$ cat src/rtl/rr_decoder_arbiter_if.sv
// Request/grant bus between four requesters and the round-robin decoder arbiter.
// Handshake: req[i] is a level held by requester i until it is done; gnt[i] is the
// registered answer, high while requester i owns the decoder. There is no ready/ack.
interface rr_decoder_arbiter_if;
  logic [3:0] req;
  logic [1:0] sel;
  logic       en;
  logic [3:0] gnt;
  logic       timeout;

  modport master (output req, input sel, en, gnt, timeout);
  modport slave  (input req, output sel, en, gnt, timeout);
endinterface

$ cat src/rtl/rr_decoder_arbiter.sv
// Round-robin arbiter sequencing a shared 2-to-4 decoder among four requesters,
// with a per-owner hold cap and one dead cycle between owners.
module rr_decoder_arbiter #(
  parameter int HOLD_MAX = 8
) (
  input  logic                 clk,
  input  logic                 rst,
  rr_decoder_arbiter_if.slave  bus,
  output logic [1:0]           state_dbg
);

  typedef enum logic [1:0] {
    IDLE  = 2'd0,
    GRANT = 2'd1,
    GAP   = 2'd2
  } state_t;

  state_t     state, state_nxt;
  logic [1:0] ptr, ptr_nxt;
  logic [7:0] cnt, cnt_nxt;
  logic [1:0] sel_nxt;
  logic       en_nxt;
  logic [3:0] gnt_nxt;
  logic       timeout_nxt;

  logic [1:0] winner;
  logic       any_req;
  logic       owner_req;
  logic       at_cap;

  // Nearest asserted request after p wins; p itself is visited last.
  function automatic logic [1:0] pick(input logic [3:0] r, input logic [1:0] p);
    logic [1:0] idx;
    pick = p;
    for (int k = 4; k >= 1; k--) begin
      idx = p + 2'(k);
      if (r[idx]) pick = idx;
    end
  endfunction

  assign winner    = pick(bus.req, ptr);
  assign any_req   = |bus.req;
  assign owner_req = bus.req[bus.sel];
  assign at_cap    = (cnt == 8'(HOLD_MAX));
  assign state_dbg = state;

  always_ff @(posedge clk) begin
    if (rst) begin
      state       <= IDLE;
      ptr         <= 2'd3;
      cnt         <= 8'd0;
      bus.sel     <= 2'd0;
      bus.en      <= 1'b0;
      bus.gnt     <= 4'd0;
      bus.timeout <= 1'b0;
    end else begin
      state       <= state_nxt;
      ptr         <= ptr_nxt;
      cnt         <= cnt_nxt;
      bus.sel     <= sel_nxt;
      bus.en      <= en_nxt;
      bus.gnt     <= gnt_nxt;
      bus.timeout <= timeout_nxt;
    end
  end

  always_comb begin
    state_nxt = state;
    case (state)
      IDLE:    if (any_req) state_nxt = GRANT;
      GRANT:   if (!owner_req || at_cap) state_nxt = GAP;
      GAP:     state_nxt = any_req ? GRANT : IDLE;
      default: state_nxt = IDLE;
    endcase
  end

  // Registered output values; a release wins over the cap, so no timeout then.
  always_comb begin
    ptr_nxt     = ptr;
    cnt_nxt     = cnt;
    sel_nxt     = bus.sel;
    en_nxt      = 1'b0;
    gnt_nxt     = 4'd0;
    timeout_nxt = 1'b0;
    case (state)
      IDLE, GAP: begin
        if (any_req) begin
          ptr_nxt = winner;
          sel_nxt = winner;
          cnt_nxt = 8'd1;
          en_nxt  = 1'b1;
          gnt_nxt = 4'b0001 << winner;
        end
      end
      GRANT: begin
        if (!owner_req) begin
          timeout_nxt = 1'b0;
        end else if (at_cap) begin
          timeout_nxt = 1'b1;
        end else begin
          cnt_nxt = cnt + 8'd1;
          en_nxt  = 1'b1;
          gnt_nxt = bus.gnt;
        end
      end
      default: ;
    endcase
  end

endmodule

$ cat src/flat_wrapper.sv
// flat-port wrapper written by rule: the top's interface ports become plain ports
module rr_decoder_arbiter_flat 
#(
  parameter int HOLD_MAX = 8
)
  (clk, rst, state_dbg, bus_req, bus_sel, bus_en, bus_gnt, bus_timeout);
  rr_decoder_arbiter_if bus_i ();
  input  logic clk;
  input  logic rst;
  output logic [1:0] state_dbg;
  input wire logic [$bits(bus_i.req)-1:0] bus_req;
  output wire logic [$bits(bus_i.sel)-1:0] bus_sel;
  output wire logic [$bits(bus_i.en)-1:0] bus_en;
  output wire logic [$bits(bus_i.gnt)-1:0] bus_gnt;
  output wire logic [$bits(bus_i.timeout)-1:0] bus_timeout;
  assign bus_i.req = bus_req;
  assign bus_sel = bus_i.sel;
  assign bus_en = bus_i.en;
  assign bus_gnt = bus_i.gnt;
  assign bus_timeout = bus_i.timeout;
  rr_decoder_arbiter #(.HOLD_MAX(HOLD_MAX)) u_core (.clk(clk), .rst(rst), .bus(bus_i), .state_dbg(state_dbg));
endmodule
$ cat config.mk
export PLATFORM = sky130hd
export DESIGN_NAME = rr_decoder_arbiter_flat
export DESIGN_NICKNAME = d
export VERILOG_FILES = /design/src/rtl/rr_decoder_arbiter_if.sv /design/src/rtl/rr_decoder_arbiter.sv /design/src/flat_wrapper.sv
export SDC_FILE = /design/constraint.sdc
export NUM_CORES = 1
export LEC_CHECK = 0
export CAP_MARGIN = 20
export CELL_PAD_IN_SITES_DETAIL_PLACEMENT = 0
export CELL_PAD_IN_SITES_GLOBAL_PLACEMENT = 1
export CORE_MARGIN = 10
export CORE_UTILIZATION = 35
export DETAILED_ROUTE_END_ITERATION = 6
export PLACE_DENSITY = 0.72
export RECOVER_POWER = 100
export SETUP_SLACK_MARGIN = 0.1
export SLEW_MARGIN = 20
export SYNTH_ARGS = -nofsm -noshare
export SYNTH_HDL_FRONTEND = slang
export SYNTH_SLANG_ARGS = --single-unit
$ cat constraint.sdc
create_clock -name clk -period 3.49 [get_ports clk]
set_input_delay 0.8725 -clock clk [delete_from_list [all_inputs] [get_ports clk]]
set_output_delay 0.8725 -clock clk [all_outputs]
set_load 0.05 [all_outputs]
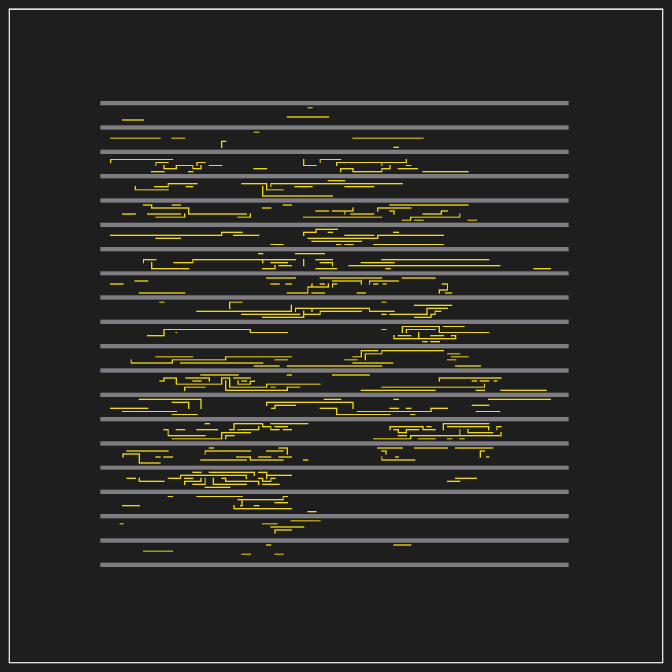
Fig. 1. Metal 1.
Supply wires on this layer in gray.
main direction: horizontal
nets with wire on the layer: 124
wire length on this layer: 920 um
longest straight run: 16.9 um
share of all routed wire: 42%
via count of the routed design: 852
met1 GRT Util: 9.53%

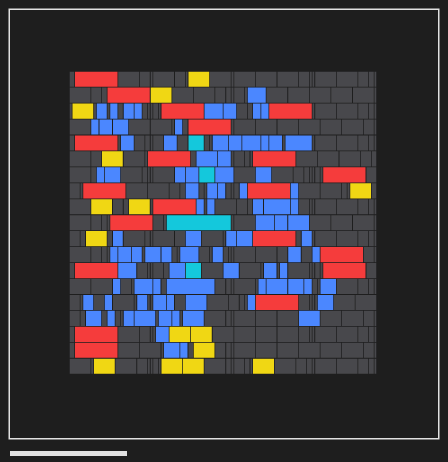
Fig. 2. Cells colored by class.
Bar = 20 um. Fill, decap, tap and diode cells in gray.
[blue] combinational and other logic | cells: 89
[yellow] remaining buffers and delay cells | cells: 15
[red] sequential cells | cells: 20
[cyan] clock drivers and dummy loads | cells: 4
area of the core: 0.00271 mm^2
row cnt: 19

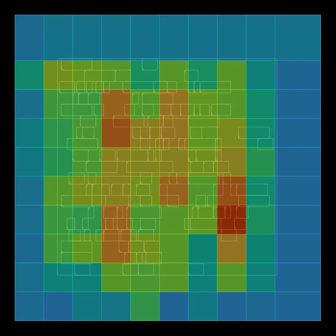
Fig. 3. Routing congestion map.
GR Layer Usage met3: 3.27%
Top Usage Layer GRT: met2
combined global-route utilization of all metal layers: 8.72%
Post-Route Utilization: 44.5%

==> summary.txt <==
The layout was made with Yosys and OpenROAD.

The flow ran to the end, and the final reports show no timing, DRC or antenna violations. In this run the worst hold path is classified as reg2reg. The highest fanout seen on the critical path is 10. The number of warnings printed during yosys synthesis is 0. Per the detail_route report, DRC violations left total 0. Clock-pin slew was measured on the worst setup and hold paths at 0.12 ns. The count of nets left with antenna violations once routing finished came out at 0. The tally of unique sky130hd cells used after synthesis is 35. The post-synthesis adder-cell area fraction is 2.54%. The group with the largest share of power is registers. The net switching power figure is 0.231 mW.

The switching power as a share of total power is 34.2%. The synthesized area is 983 um^2. The number of cells reported by Yosys stat comes to 112. In the final report, the number of hold violations comes to 0. The fraction of final layout cells with drive strength greater than 1 is 5.47%. The first global-routing pass estimated 3780 um of wire. The worst setup path is launched from a primary input. Among logic cells in the layout, the one with the most instances is dfxtp_1. The reg2reg setup slack is 1.46 ns. For this run, asynchronously set or reset flops after synthesis account for 0%. For the finished layout, the period the worst path requires is 2.62 ns. STA classifies the critical path endpoint as a register. The tightest slew margin relative to the limit is 57.0%. The number of global-route vias before repair is 866. In this run the tools logged warnings totalling 27. Logic depth along the worst register-to-register path is recorded as 7. After routing, the total negative slack on setup checks comes to 0 ns.

The area share of the largest cell type after synthesis is 40.7%. The share of the synthesized netlist area taken by xor and xnor gates is 2.67%. The capture point of the critical path is u_core.cnt[5]. Looking at the power breakdown, combinational cells take 30.9% of the total. The placement-stage cell area is 0.00115 mm^2. The share of synthesized area spent on multiplexers is 6.36%. The post-synthesis sequential area ratio is 40.7%. Routability-driven placement finished with a final weighted congestion of 0.833. The overall routed net length is 2190 um. The final cycle utilization of the critical path is 75.1%. The net count after synthesis is 120.

The final standard cell area without fillers is 0.00121 mm^2. The die covers 0.00533 mm^2. Per STA, the highest per-stage delay on the worst path measures 0.61 ns. In the layout the commonest cells are dfxtp_1, nor2_1, dlygate4sd3_1. The ratio of routed vias to standard cells is 5.36. Power attributed to combinational cells is 0.209 mW.

The layout overhead on the synthesized area is 22.6%. The source of the worst hold timing path is u_core.bus.gnt[0]. The number of max-cap violations is 0. The post-synthesis cell type with the largest combined area is dfxtp_1. The area share of and-or/or-and cells after synthesis is 15.6%.
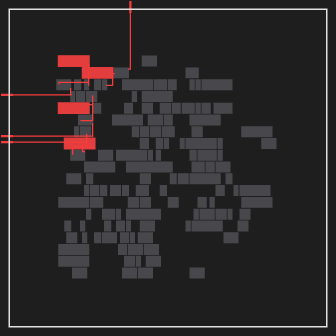
Fig. 4. Wires at chosen ports, followed through buffers.
[red] `bus_gnt` | bits: 4 | direction: output | end cells: 4 | buffers: 4 | wire: 105 um
I/O pin cnt: 16
number of port buffers: 15

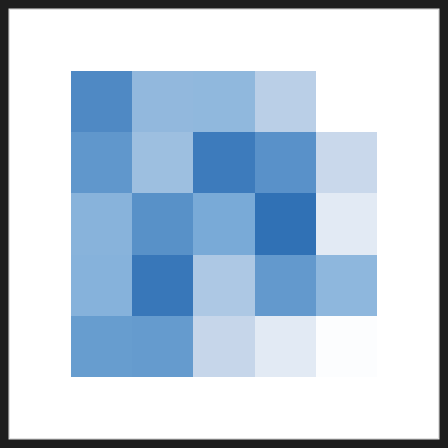
Fig. 5. Placement density heat map.
The die is cut into 7 by 7 equal tiles; white is low, dark blue is high, 0 to 100% covered.
fullest tile: 74%
mean over tiles: 22%
densest ninth of the die: middle
nearly empty tiles: 53%
pre-placement core utilization: 36.3%

[sequential cells by signal (all words and copies together), names as in the netlist]
name / flops
u_core.bus.gnt: 4
u_core.state_dbg: 2
u_core.cnt: 8
u_core.bus.en: 1
u_core.ptr: 2
u_core.bus.timeout: 1
u_core.bus.sel: 2
[per-layer routing]
layer  part of all wire [%]  vias up  GRT usage, %  wire length [um]
met5                      0        -             0                 0
met4                    1.5        0          3.16                32
met3                    6.8        5          3.27               149
met2                     50       12          14.9              1080
met1                     42      400          9.53               920
li1                       -      435             -                 -
[final cells by class]
cell class,count,area [um^2],share of cell area [%]
multi-input cells,86,553,45.9
repair buffers,15,150,12.4
inverters,3,11.3,0.934
clock inverters,1,30.0,2.49
clock buffers,3,22.5,1.87
well taps,31,38.8,3.22
flip-flops and latches,20,400,33.2
[synthesized netlist by cell type (all sizes together), types with 3 or more instances]
cell type	count
dfxtp	20
nor2	17
a21oi	7
nand2	7
nand2b	7
mux2i	4
nor3	4
a21o	3
a22oi	3
inv	3
nand4	3
o21ai	3
or3	3
xor2	3
[kinds of logic (layout without fill, tap and decap cells)]
| kind of cell | count (synthesis) | in the layout |
|---|---|---|
| flip-flops | 20 | 20 |
| XOR/XNOR | 3 | 3 |
| AND-OR/OR-AND | 23 | 23 |
| multiplexers | 5 | 5 |
| adder cells (fa/ha/maj) | 2 | 2 |
| AND/OR/NAND/NOR | 53 | 53 |
| buffers and inverters | 6 | 22 |
[critical path: cells and delay by family]
family | cells | cell delay (ns)
AND/OR/NAND/NOR | 2 | 0.36
buffers and inverters | 1 | 0.61
multiplexers | 1 | 0.22
AND-OR/OR-AND | 2 | 0.77
Power and IR drop assume default switching activity.
